<file path="src/rtl/uart_rx_cfg_if.sv">
// ============================================================================
// Module      : uart_rx_cfg_if
// Description : Word-delivery bundle between uart_rx_cfg and its consumer.
//               The receiver drives the held word, its status flags and the
//               overrun pulse. The consumer drives in_data_ready.
// Revision    : 1.0 - initial release
// ============================================================================
`default_nettype none

interface uart_rx_cfg_if #(
    parameter int DATA_BITS = 8
);
    logic [DATA_BITS-1:0] out_data;
    logic                 out_data_valid;
    logic                 in_data_ready;
    logic                 out_frame_err;
    logic                 out_parity_err;
    logic                 out_overrun;

    // Receiver side
    modport master (
        output out_data,
        output out_data_valid,
        input  in_data_ready,
        output out_frame_err,
        output out_parity_err,
        output out_overrun
    );

    // Consumer side
    modport slave (
        input  out_data,
        input  out_data_valid,
        output in_data_ready,
        input  out_frame_err,
        input  out_parity_err,
        input  out_overrun
    );
endinterface

`default_nettype wire

</file>
<file path="src/rtl/uart_rx_cfg.sv">
// ============================================================================
// Module      : uart_rx_cfg
// Description : Oversampling UART receiver with a 2-of-3 majority vote per
//               bit. It has a one-word holding register with a valid/ready
//               handshake, frame and parity flags, and an overrun pulse.
//               Optional feature macro: UART_RX_PARITY_EN adds one parity
//               bit after the data bits, checked against PARITY_ODD.
// Revision    : 1.0 - initial release
// ============================================================================
`default_nettype none

module uart_rx_cfg #(
    parameter int CLK_FREQ   = 100_000_000,
    parameter int BAUD_RATE  = 115_200,
    parameter int OVERSAMPLE = 16,
    parameter int DATA_BITS  = 8,
    parameter int STOP_BITS  = 1,
    parameter int PARITY_ODD = 0
) (
    input  wire logic      clk,
    input  wire logic      rst,
    input  wire logic      in_serial,
    uart_rx_cfg_if.master  rx_if
);

    localparam int C_DIV    = CLK_FREQ / (BAUD_RATE * OVERSAMPLE);
    localparam int C_DIV_W  = (C_DIV > 1) ? $clog2(C_DIV) : 1;
    localparam int C_M      = OVERSAMPLE / 2;
    localparam int C_SAMP_W = $clog2(OVERSAMPLE);
    localparam int C_BIT_W  = $clog2(DATA_BITS);

    localparam logic [C_DIV_W-1:0]  C_DIV_LAST  = C_DIV_W'(C_DIV - 1);
    localparam logic [C_SAMP_W-1:0] C_SAMP_M1   = C_SAMP_W'(C_M - 1);
    localparam logic [C_SAMP_W-1:0] C_SAMP_M    = C_SAMP_W'(C_M);
    localparam logic [C_SAMP_W-1:0] C_SAMP_VOTE = C_SAMP_W'(C_M + 1);
    localparam logic [C_SAMP_W-1:0] C_SAMP_LAST = C_SAMP_W'(OVERSAMPLE - 1);
    localparam logic [C_BIT_W-1:0]  C_BIT_LAST  = C_BIT_W'(DATA_BITS - 1);
    localparam logic                C_STOP_LAST = 1'(STOP_BITS - 1);

    // Reject parameter sets the datapath cannot represent
    if (C_DIV < 1) begin : g_div_check
        $error("uart_rx_cfg: CLK_FREQ/(BAUD_RATE*OVERSAMPLE) must be >= 1");
    end
    if ((OVERSAMPLE < 4) || (OVERSAMPLE > 32) || (OVERSAMPLE % 2 != 0)) begin : g_os_check
        $error("uart_rx_cfg: OVERSAMPLE must be even in 4..32");
    end
    if ((DATA_BITS < 5) || (DATA_BITS > 9)) begin : g_db_check
        $error("uart_rx_cfg: DATA_BITS must be in 5..9");
    end
    if ((STOP_BITS != 1) && (STOP_BITS != 2)) begin : g_sb_check
        $error("uart_rx_cfg: STOP_BITS must be 1 or 2");
    end
    if ((PARITY_ODD != 0) && (PARITY_ODD != 1)) begin : g_po_check
        $error("uart_rx_cfg: PARITY_ODD must be 0 or 1");
    end

    typedef enum logic [2:0] {
        S_IDLE   = 3'd0,
        S_START  = 3'd1,
        S_DATA   = 3'd2,
`ifdef UART_RX_PARITY_EN
        S_PARITY = 3'd3,
`endif
        S_STOP   = 3'd4
    } state_t;

    logic                 sync1_q, sync2_q;
    logic [C_DIV_W-1:0]   div_q;
    state_t               state_q, state_d;
    logic [C_SAMP_W-1:0]  samp_q, samp_d;
    logic [C_BIT_W-1:0]   bit_q, bit_d;
    logic                 stop_q, stop_d;
    logic [1:0]           vote_q, vote_d;
    logic [DATA_BITS-1:0] shreg_q, shreg_d;
    logic                 ferr_q, ferr_d;
    logic                 w_done;
    logic                 w_perr;

    logic [DATA_BITS-1:0] data_q;
    logic                 valid_q;
    logic                 frame_err_q;
    logic                 parity_err_q;
    logic                 overrun_q;

    wire logic w_line = sync2_q;
    wire logic w_tick = (div_q == C_DIV_LAST);
    // Majority of the samples at M-1 and M and the live sample at M+1
    wire logic w_vote = (vote_q[0] & vote_q[1]) | (vote_q[0] & w_line) | (vote_q[1] & w_line);
    wire logic w_at_m1   = (samp_q == C_SAMP_M1);
    wire logic w_at_m    = (samp_q == C_SAMP_M);
    wire logic w_at_vote = (samp_q == C_SAMP_VOTE);
    wire logic w_at_end  = (samp_q == C_SAMP_LAST);

`ifdef UART_RX_PARITY_EN
    logic par_q, par_d;
    assign w_perr = ((^shreg_q) ^ par_q) != 1'(PARITY_ODD);
`else
    assign w_perr = 1'b0;
`endif

    // Two-flop synchroniser for the asynchronous line, idling high
    always_ff @(posedge clk) begin
        if (rst) begin
            sync1_q <= 1'b1;
            sync2_q <= 1'b1;
        end else begin
            sync1_q <= in_serial;
            sync2_q <= sync1_q;
        end
    end

    // Free-running divider producing one sample tick every C_DIV clocks
    always_ff @(posedge clk) begin
        if (rst) begin
            div_q <= '0;
        end else if (w_tick) begin
            div_q <= '0;
        end else begin
            div_q <= div_q + 1'b1;
        end
    end

    // Frame FSM and datapath registers
    always_ff @(posedge clk) begin
        if (rst) begin
            state_q <= S_IDLE;
            samp_q  <= '0;
            bit_q   <= '0;
            stop_q  <= 1'b0;
            vote_q  <= 2'b00;
            shreg_q <= '0;
            ferr_q  <= 1'b0;
`ifdef UART_RX_PARITY_EN
            par_q   <= 1'b0;
`endif
        end else begin
            state_q <= state_d;
            samp_q  <= samp_d;
            bit_q   <= bit_d;
            stop_q  <= stop_d;
            vote_q  <= vote_d;
            shreg_q <= shreg_d;
            ferr_q  <= ferr_d;
`ifdef UART_RX_PARITY_EN
            par_q   <= par_d;
`endif
        end
    end

    // Next-state logic: everything advances only on sample ticks
    always_comb begin
        state_d = state_q;
        samp_d  = samp_q;
        bit_d   = bit_q;
        stop_d  = stop_q;
        vote_d  = vote_q;
        shreg_d = shreg_q;
        ferr_d  = ferr_q;
        w_done  = 1'b0;
`ifdef UART_RX_PARITY_EN
        par_d   = par_q;
`endif
        if (w_tick) begin
            if (state_q != S_IDLE) begin
                samp_d = samp_q + 1'b1;
                if (w_at_m1) vote_d[0] = w_line;
                if (w_at_m)  vote_d[1] = w_line;
            end
            case (state_q)
                S_IDLE: begin
                    if (!w_line) begin
                        state_d = S_START;
                        samp_d  = '0;
                        bit_d   = '0;
                        stop_d  = 1'b0;
                        ferr_d  = 1'b0;
                    end
                end
                S_START: begin
                    if (w_at_vote && w_vote) begin
                        // Glitch rather than a real start bit: drop silently
                        state_d = S_IDLE;
                    end else if (w_at_end) begin
                        state_d = S_DATA;
                        samp_d  = '0;
                    end
                end
                S_DATA: begin
                    if (w_at_vote) shreg_d = {w_vote, shreg_q[DATA_BITS-1:1]};
                    if (w_at_end) begin
                        samp_d = '0;
                        if (bit_q == C_BIT_LAST) begin
`ifdef UART_RX_PARITY_EN
                            state_d = S_PARITY;
`else
                            state_d = S_STOP;
`endif
                        end else begin
                            bit_d = bit_q + 1'b1;
                        end
                    end
                end
`ifdef UART_RX_PARITY_EN
                S_PARITY: begin
                    if (w_at_vote) par_d = w_vote;
                    if (w_at_end) begin
                        samp_d  = '0;
                        state_d = S_STOP;
                    end
                end
`endif
                S_STOP: begin
                    if (w_at_vote) begin
                        if (!w_vote) ferr_d = 1'b1;
                        // Leave at mid-bit so the next start edge is caught early
                        if (stop_q == C_STOP_LAST) begin
                            state_d = S_IDLE;
                            w_done  = 1'b1;
                        end
                    end
                    if (w_at_end) begin
                        samp_d = '0;
                        stop_d = 1'b1;
                    end
                end
                default: state_d = S_IDLE;
            endcase
        end
    end

    // Holding register with valid/ready handshake and overrun detection
    always_ff @(posedge clk) begin
        if (rst) begin
            data_q       <= '0;
            valid_q      <= 1'b0;
            frame_err_q  <= 1'b0;
            parity_err_q <= 1'b0;
            overrun_q    <= 1'b0;
        end else begin
            overrun_q <= 1'b0;
            if (w_done) begin
                if (valid_q && !rx_if.in_data_ready) begin
                    overrun_q <= 1'b1;
                end else begin
                    data_q       <= shreg_q;
                    frame_err_q  <= ferr_d;
                    parity_err_q <= w_perr;
                    valid_q      <= 1'b1;
                end
            end else if (valid_q && rx_if.in_data_ready) begin
                valid_q <= 1'b0;
            end
        end
    end

    assign rx_if.out_data       = data_q;
    assign rx_if.out_data_valid = valid_q;
    assign rx_if.out_frame_err  = frame_err_q;
    assign rx_if.out_parity_err = parity_err_q;
    assign rx_if.out_overrun    = overrun_q;

endmodule

`default_nettype wire

</file>
<file path="src/flat_wrapper.sv">
// flat-port wrapper written by rule: the top's interface ports become plain ports
module uart_rx_cfg_flat 
#(
    parameter int CLK_FREQ   = 100_000_000,
    parameter int BAUD_RATE  = 115_200,
    parameter int OVERSAMPLE = 16,
    parameter int DATA_BITS  = 8,
    parameter int STOP_BITS  = 1,
    parameter int PARITY_ODD = 0
)
  (clk, rst, in_serial, rx_if_out_data, rx_if_out_data_valid, rx_if_in_data_ready, rx_if_out_frame_err, rx_if_out_parity_err, rx_if_out_overrun);
  uart_rx_cfg_if #(.DATA_BITS(DATA_BITS)) rx_if_i ();
  input  wire logic clk;
  input  wire logic rst;
  input  wire logic in_serial;
  output wire logic [$bits(rx_if_i.out_data)-1:0] rx_if_out_data;
  output wire logic [$bits(rx_if_i.out_data_valid)-1:0] rx_if_out_data_valid;
  input wire logic [$bits(rx_if_i.in_data_ready)-1:0] rx_if_in_data_ready;
  output wire logic [$bits(rx_if_i.out_frame_err)-1:0] rx_if_out_frame_err;
  output wire logic [$bits(rx_if_i.out_parity_err)-1:0] rx_if_out_parity_err;
  output wire logic [$bits(rx_if_i.out_overrun)-1:0] rx_if_out_overrun;
  assign rx_if_out_data = rx_if_i.out_data;
  assign rx_if_out_data_valid = rx_if_i.out_data_valid;
  assign rx_if_i.in_data_ready = rx_if_in_data_ready;
  assign rx_if_out_frame_err = rx_if_i.out_frame_err;
  assign rx_if_out_parity_err = rx_if_i.out_parity_err;
  assign rx_if_out_overrun = rx_if_i.out_overrun;
  uart_rx_cfg #(.CLK_FREQ(CLK_FREQ), .BAUD_RATE(BAUD_RATE), .OVERSAMPLE(OVERSAMPLE), .DATA_BITS(DATA_BITS), .STOP_BITS(STOP_BITS), .PARITY_ODD(PARITY_ODD)) u_core (.clk(clk), .rst(rst), .in_serial(in_serial), .rx_if(rx_if_i));
endmodule
</file>
<file path="config.mk">
export PLATFORM = sky130hd
export DESIGN_NAME = uart_rx_cfg_flat
export DESIGN_NICKNAME = d
export VERILOG_FILES = /design/src/rtl/uart_rx_cfg_if.sv /design/src/rtl/uart_rx_cfg.sv /design/src/flat_wrapper.sv
export SDC_FILE = /design/constraint.sdc
export NUM_CORES = 1
export LEC_CHECK = 0
export CORE_MARGIN = 2
export CORE_UTILIZATION = 45
export CTS_CLUSTER_DIAMETER = 50
export DETAILED_ROUTE_END_ITERATION = 10
export PLACE_DENSITY = 0.73
export SLEW_MARGIN = 20
export SYNTH_ARGS = -nofsm -noshare
export SYNTH_HDL_FRONTEND = slang
export SYNTH_SLANG_ARGS = --single-unit
</file>
<file path="constraint.sdc">
create_clock -name clk -period 2.6 [get_ports clk]
set_input_delay 0.78 -clock clk [delete_from_list [all_inputs] [get_ports clk]]
set_output_delay 0.78 -clock clk [all_outputs]
set_load 0.02 [all_outputs]
</file>
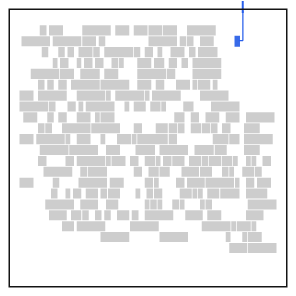
Fig. 1. Wires at chosen ports, followed through buffers (run 1).
Drawn at 4 px/um.
rx_if_out_parity_err: shown in blue, bits 1, direction output, end cells 1, wire 8.30 um.

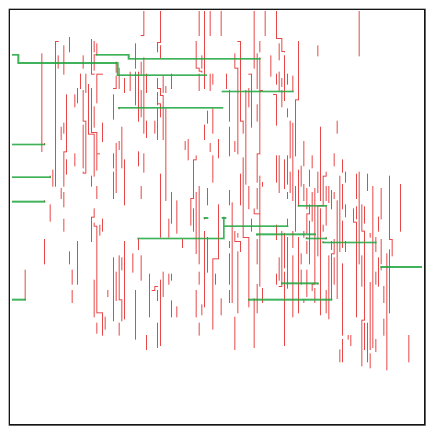
Fig. 2. Wiring by layer (run 1).
Drawn at 6 px/um. Only two layers are drawn.
M2: shown in red, wire length 1570 um. M3: shown in green, wire length 193 um.
routed vias: 1473
Global Route Usage Sum: 0.160
detailed-route wire length: 3580 um
routed len/inst: 13.5 um

==> run notes, run 1 <==
On the backend side, the flow ran end to end.

The worst setup path is launched from a register. The combinational gate area stands at 970 sq um. The final layout report lists a non-clock buffer count of 16.

On the reported timing paths, the clock transition at the registers reads 0.09 ns. The clock share of power stands at 0.397. Non-clock inverters in the final layout number 9. Per the TritonCTS log, the buffer count is 5. The number of clock buffer instances in the layout stands at 5. Per the final report, max-transition violations number 0. After synthesis, the share of cell area in mux cells is 0.0829. The core region is 0.00403 sq mm. The via count of the first global-routing pass came to 1335. The post-CTS resize count stands at 0. STA reports the tightest min-delay check as being of type register to register. The cell area after placement stands at 0.00204 sq mm. Entering global routing, the biggest net connects 35 pins. The sequential power stands at 637 uW. The area fraction of the largest cell type after synthesis is 0.432.

The power dissipated by switching net loads stands at 264 uW. Leaving out fill and tap cells, the most frequent cell in the layout is sky130_fd_sc_hd__dfxtp_1. Max-cap violations in this run came to 0. Per the cell usage report, the commonest logic cells after layout are sky130_fd_sc_hd__dfxtp_1, sky130_fd_sc_hd__nor2_1, sky130_fd_sc_hd__clkdlybuf4s50_1.

For the completed layout, the total cell area is recorded as 0.00214 sq mm. On the final layout, the worst hold slack is 0.417 ns. The floorplan has 23 rows.

The net switching fraction of the power stands at 0.239. The most frequently used library cell after synthesis is sky130_fd_sc_hd__dfxtp_1. Excluding fillers, the count of instances in the completed layout stands at 265. The number of design-rule violations left by the first detailed-router iteration stands at 102. The post-synthesis simple-gate area fraction stands at 0.220.

The total global routing overflow stands at 0. The buffer count from post-CTS setup fixing stands at 0. The flow ran to the end, and the final reports show no timing, DRC or antenna violations.

In this run, post-CTS hold repair placed 0 buffers. The minimum setup slack among reg-to-reg paths stands at 0.54 ns. The die extent in y stands at 69.0 um. In the synthesized netlist the async set-or-reset flop fraction comes to 0. The final design was reported to hold multi-input combinational gates totalling 141. The power attributed to the clock group stands at 438 uW. In the final layout, flip-flops and latches occupy 821 sq um. The data arrival time at the worst-slack endpoint stands at 2.25 ns.

Setup repair after global routing left no endpoint under its margin. The report shows a maximum critical-path fanout of 10. The area fraction in compound gates stands at 0.130. The floorplan report lists the tap cell count as 50. The clock tree synthesis step divided the H-tree into 2 levels. Of the total synthesized cell area, the portion taken by full adders, half adders and majority gates is 0.0566. The clock sink count stands at 41.
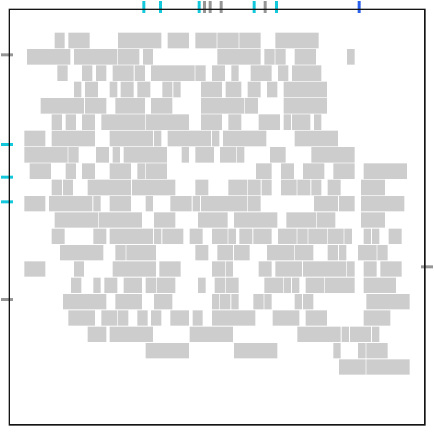
Fig. 3. Ports around the boundary (run 1).
Drawn at 6 px/um. Pins as bars across the die edge, other pins in gray.
rx_if_out_data: shown in cyan, pins 8, direction output, edge 5 north, 3 west. rx_if_out_parity_err: shown in blue, pins 1, direction output, edge north.
All pins by edge: 10 north, 5 west, 1 east.

==> run 1: critical path: stages, from the launching register on <==
cell and delay (ns):
sky130_fd_sc_hd__dfxtp_1 0.38, sky130_fd_sc_hd__ha_1 0.18, sky130_fd_sc_hd__and4b_1 0.35, sky130_fd_sc_hd__o211ai_4 0.18
sky130_fd_sc_hd__or4b_4 0.56, sky130_fd_sc_hd__mux2_4 0.31
==> run 1: sequential cells by signal (all words and copies together) (netlist names) <==
| register | cells |
|---|---|
| u_core.stop_q | 1 |
| u_core.ferr_q | 1 |
| u_core.shreg_q | 8 |
| u_core.sync1_q | 1 |
| u_core.rx_if.out_overrun | 1 |
| u_core.div_q | 6 |
| u_core.rx_if.out_data_valid | 1 |
| u_core.samp_q | 4 |
| u_core.rx_if.out_frame_err | 1 |
| u_core.rx_if.out_data | 8 |
| u_core.sync2_q | 1 |
| u_core.vote_q | 2 |
| u_core.bit_q | 3 |
| u_core.state_q | 3 |
==> run 1: how the worst min path moves through the flow <==
stage | from | to | slack (ns)
2_1_floorplan | u_core.sync1_q | u_core.sync2_q | 0.39
6_report | u_core.sync1_q | u_core.sync2_q | 0.42
3_5_place_dp | u_core.sync1_q | u_core.sync2_q | 0.40
3_3_place_gp | u_core.sync1_q | u_core.sync2_q | 0.39
5_1_grt | u_core.sync1_q | u_core.sync2_q | 0.43
4_1_cts | u_core.sync1_q | u_core.sync2_q | 0.42
==> run 1: metal layers <==
| layer | vias up | part of all wire | global-route usage |
|---|---|---|---|
| met4 | 0 | 0.012 | 0.0719 |
| met3 | 5 | 0.054 | 0.0365 |
| met2 | 27 | 0.44 | 0.245 |
| met1 | 681 | 0.49 | 0.214 |
| li1 | 760 | - | - |
| met5 | - | 0 | 0 |
==> run 2, diff against run 1 <==
Clock period 2.6 ns to 2.03 ns, I/O delays scaled along.
==> run 2 against run 1 <==
Net effect:
- final cell count increased by 5.3%
- power up 37%
- largest cell class unchanged
- wire length is 9.3% higher
- clock-buffer cell count up 1
- hold slack better by 0.0038 ns
- combinational power up 43%
- sequential cell count stayed put
- critical path type unchanged
- register-to-register slack got worse by 0.41 ns
==> run notes, run 2 <==
On the backend side, the flow ran end to end.

Final hold analysis gives a worst-case slack of 0.421 ns. The final design instance area without fill stands at 0.00228 sq mm. 141 cells are multi-input combinational gates. The library cell used most frequently in the layout, excluding fill and tap cells, is sky130_fd_sc_hd__dfxtp_1. For this sky-water flow run, the detailed-routed wirelength per cell is reported as 14.0 um. The clock share of power stands at 0.432. The power report attributes to the combinational group a share of 0.026. The site row count stands at 23. Entering global routing, the biggest net connects 27 pins.

The buffer count from post-CTS setup fixing stands at 0. The post-synthesis simple-gate area fraction stands at 0.220. At the worst endpoint, the arrival time is 2.08 ns.

After synthesis, the share of flip-flops with an asynchronous set or reset is 0. The run finished with clean final reports. The report lists the number of cells resized after CTS as 0.

The level count of the clock H-tree stands at 2. The net switching power in the latest report is 310 uW. The minimum setup slack among reg-to-reg paths stands at 0.13 ns. Note that the worst hold path type here is register to register. The via count of the first global-routing pass stands at 1453. For reference, the mux area share after synthesis is 0.0829.

The area fraction in full adders, half adders and majority gates stands at 0.0566. The vertical die dimension reported for this design is 69.0 um. Synthesis instantiated 45 different standard cells from the library. The core region is 0.00403 sq mm. CTS added clock buffers totalling 5. The report puts the hold buffer count at CTS at 0. The clock edge transition at the registers on the reported setup and hold paths stands at 0.08 ns. The count of max-cap constraint violations stands at 0.

The combinational gate area stands at 976 sq um. Detailed-route iteration 0 reported a violation count of 102. The area fraction in compound gates stands at 0.130. The CTS log lists the clock sinks for this run as 41. The worst path meets setup with 0.131 ns of slack. Of the total power, the share spent switching nets is 0.205. The largest driver fanout on the critical path stands at 4. The final tally of max-slew violations stands at 0. Per the layout report, the design carries 9 non-clock inverters. The worst setup path is launched from a register. Among the non-sequential cells, simple AND/OR/NAND/NOR gates take the most area. By instance count after routing, the leading logic cell types are sky130_fd_sc_hd__dfxtp_1, sky130_fd_sc_hd__nor2_1, sky130_fd_sc_hd__buf_4. The global route stage reports its total congestion overflow as 0. The endpoint of the worst hold path is reported as u_core.sync2_q. Among all cell types in the netlist, the one instantiated most often is sky130_fd_sc_hd__dfxtp_1. The layout has 6 clock buffers. The layout buffer count excluding clock buffers stands at 30. The final layout reports a setup TNS of 0 ns. The cell area after placement stands at 0.00216 sq mm. The footprint of the flip-flops and latches stands at 821 sq um.
## run 2: cell counts after synthesis
No cell type changed its count.
## run 2: kinds of logic after synthesis
group                    after synthesis
AND-OR/OR-AND                         37
XOR/XNOR                               4
adder cells (fa/ha/maj)                9
buffers and inverters                 24
flip-flops                            41
multiplexers                          15
other                                  1
AND/OR/NAND/NOR                       75
## run 2: how the worst max path moves through the flow
stage | start | slack [ns] | cells past startpoint | to
3_3_place_gp | u_core.samp_q[1] | 0.10 | 6 | u_core.state_q[2]
2_1_floorplan | u_core.div_q[0] | 0.16 | 6 | u_core.bit_q[0]
4_1_cts | u_core.samp_q[1] | 0.03 | 6 | u_core.state_q[0]
6_report | u_core.div_q[0] | 0.13 | 5 | u_core.bit_q[0]
3_5_place_dp | u_core.samp_q[1] | 0.04 | 6 | u_core.state_q[0]
5_1_grt | u_core.samp_q[1] | 0.03 | 6 | u_core.state_q[0]
## run 2: worst max-delay path: stages (launching register included)
cell and delay [ns]:
sky130_fd_sc_hd__dfxtp_1 0.38, sky130_fd_sc_hd__ha_1 0.18, sky130_fd_sc_hd__and4b_1 0.29, sky130_fd_sc_hd__o211ai_4 0.11
sky130_fd_sc_hd__or4b_4 0.54, sky130_fd_sc_hd__mux2_4 0.31
## run 2: routing by layer
layer / GRT usage / wire (um) / vias to the layer above
li1: - / - / 791
met4: 0.0784 / 61 / 0
met5: 0 / 0 / -
met2: 0.288 / 1830 / 26
met3: 0.0365 / 125 / 4
met1: 0.221 / 1890 / 724
## run 2: power groups by stage
stage / combinational, uW / sequential (uW) / clock [uW]
2_1_floorplan: 25.6 / 834 / 0
4_1_cts: 40.1 / 816 / 670
3_3_place_gp: 39.8 / 835 / 0
3_5_place_dp: 40.0 / 835 / 0
6_report: 39.9 / 816 / 651
5_1_grt: 45.0 / 817 / 712
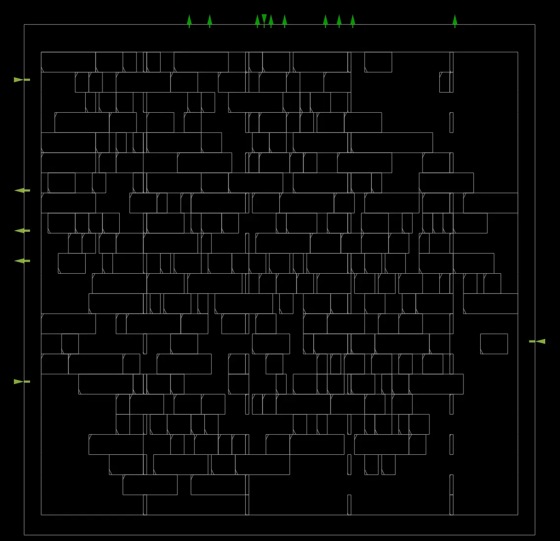
Fig. 4. Cell placement (run 2).
filler-free cell count of the finished design: 279
final standard cell utilization of the core: 0.565
tapcells inserted: 50

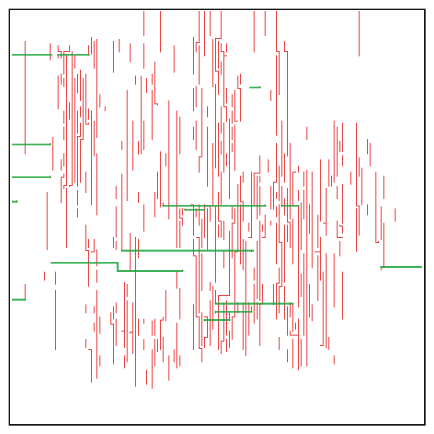
Fig. 5. Wiring by layer (run 2).
Drawn at 6 px/um. Only two layers are drawn.
M3: shown in green, wire length 126 um. M2: shown in red, wire length 1830 um.
routed vias: 1545
detailed-route wire length: 3920 um

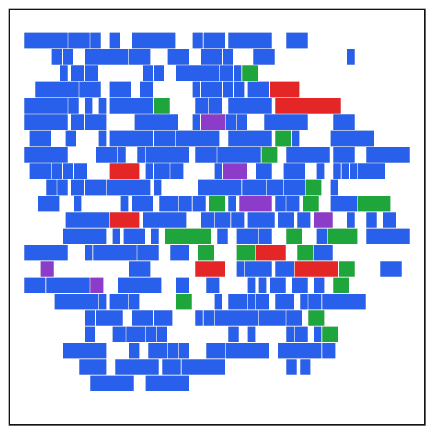
Fig. 6. Drive-strength map (run 2).
Drawn at 6 px/um.
x1 and smaller: shown in blue, cells 197, most used dfxtp_1. x3 and x4: shown in green, cells 19, most used buf_4. x6 and larger: shown in red, cells 7, most used clkbuf_8. x2: shown in purple, cells 6.

No activity file was given, so power comes from the tool's default toggle rates.
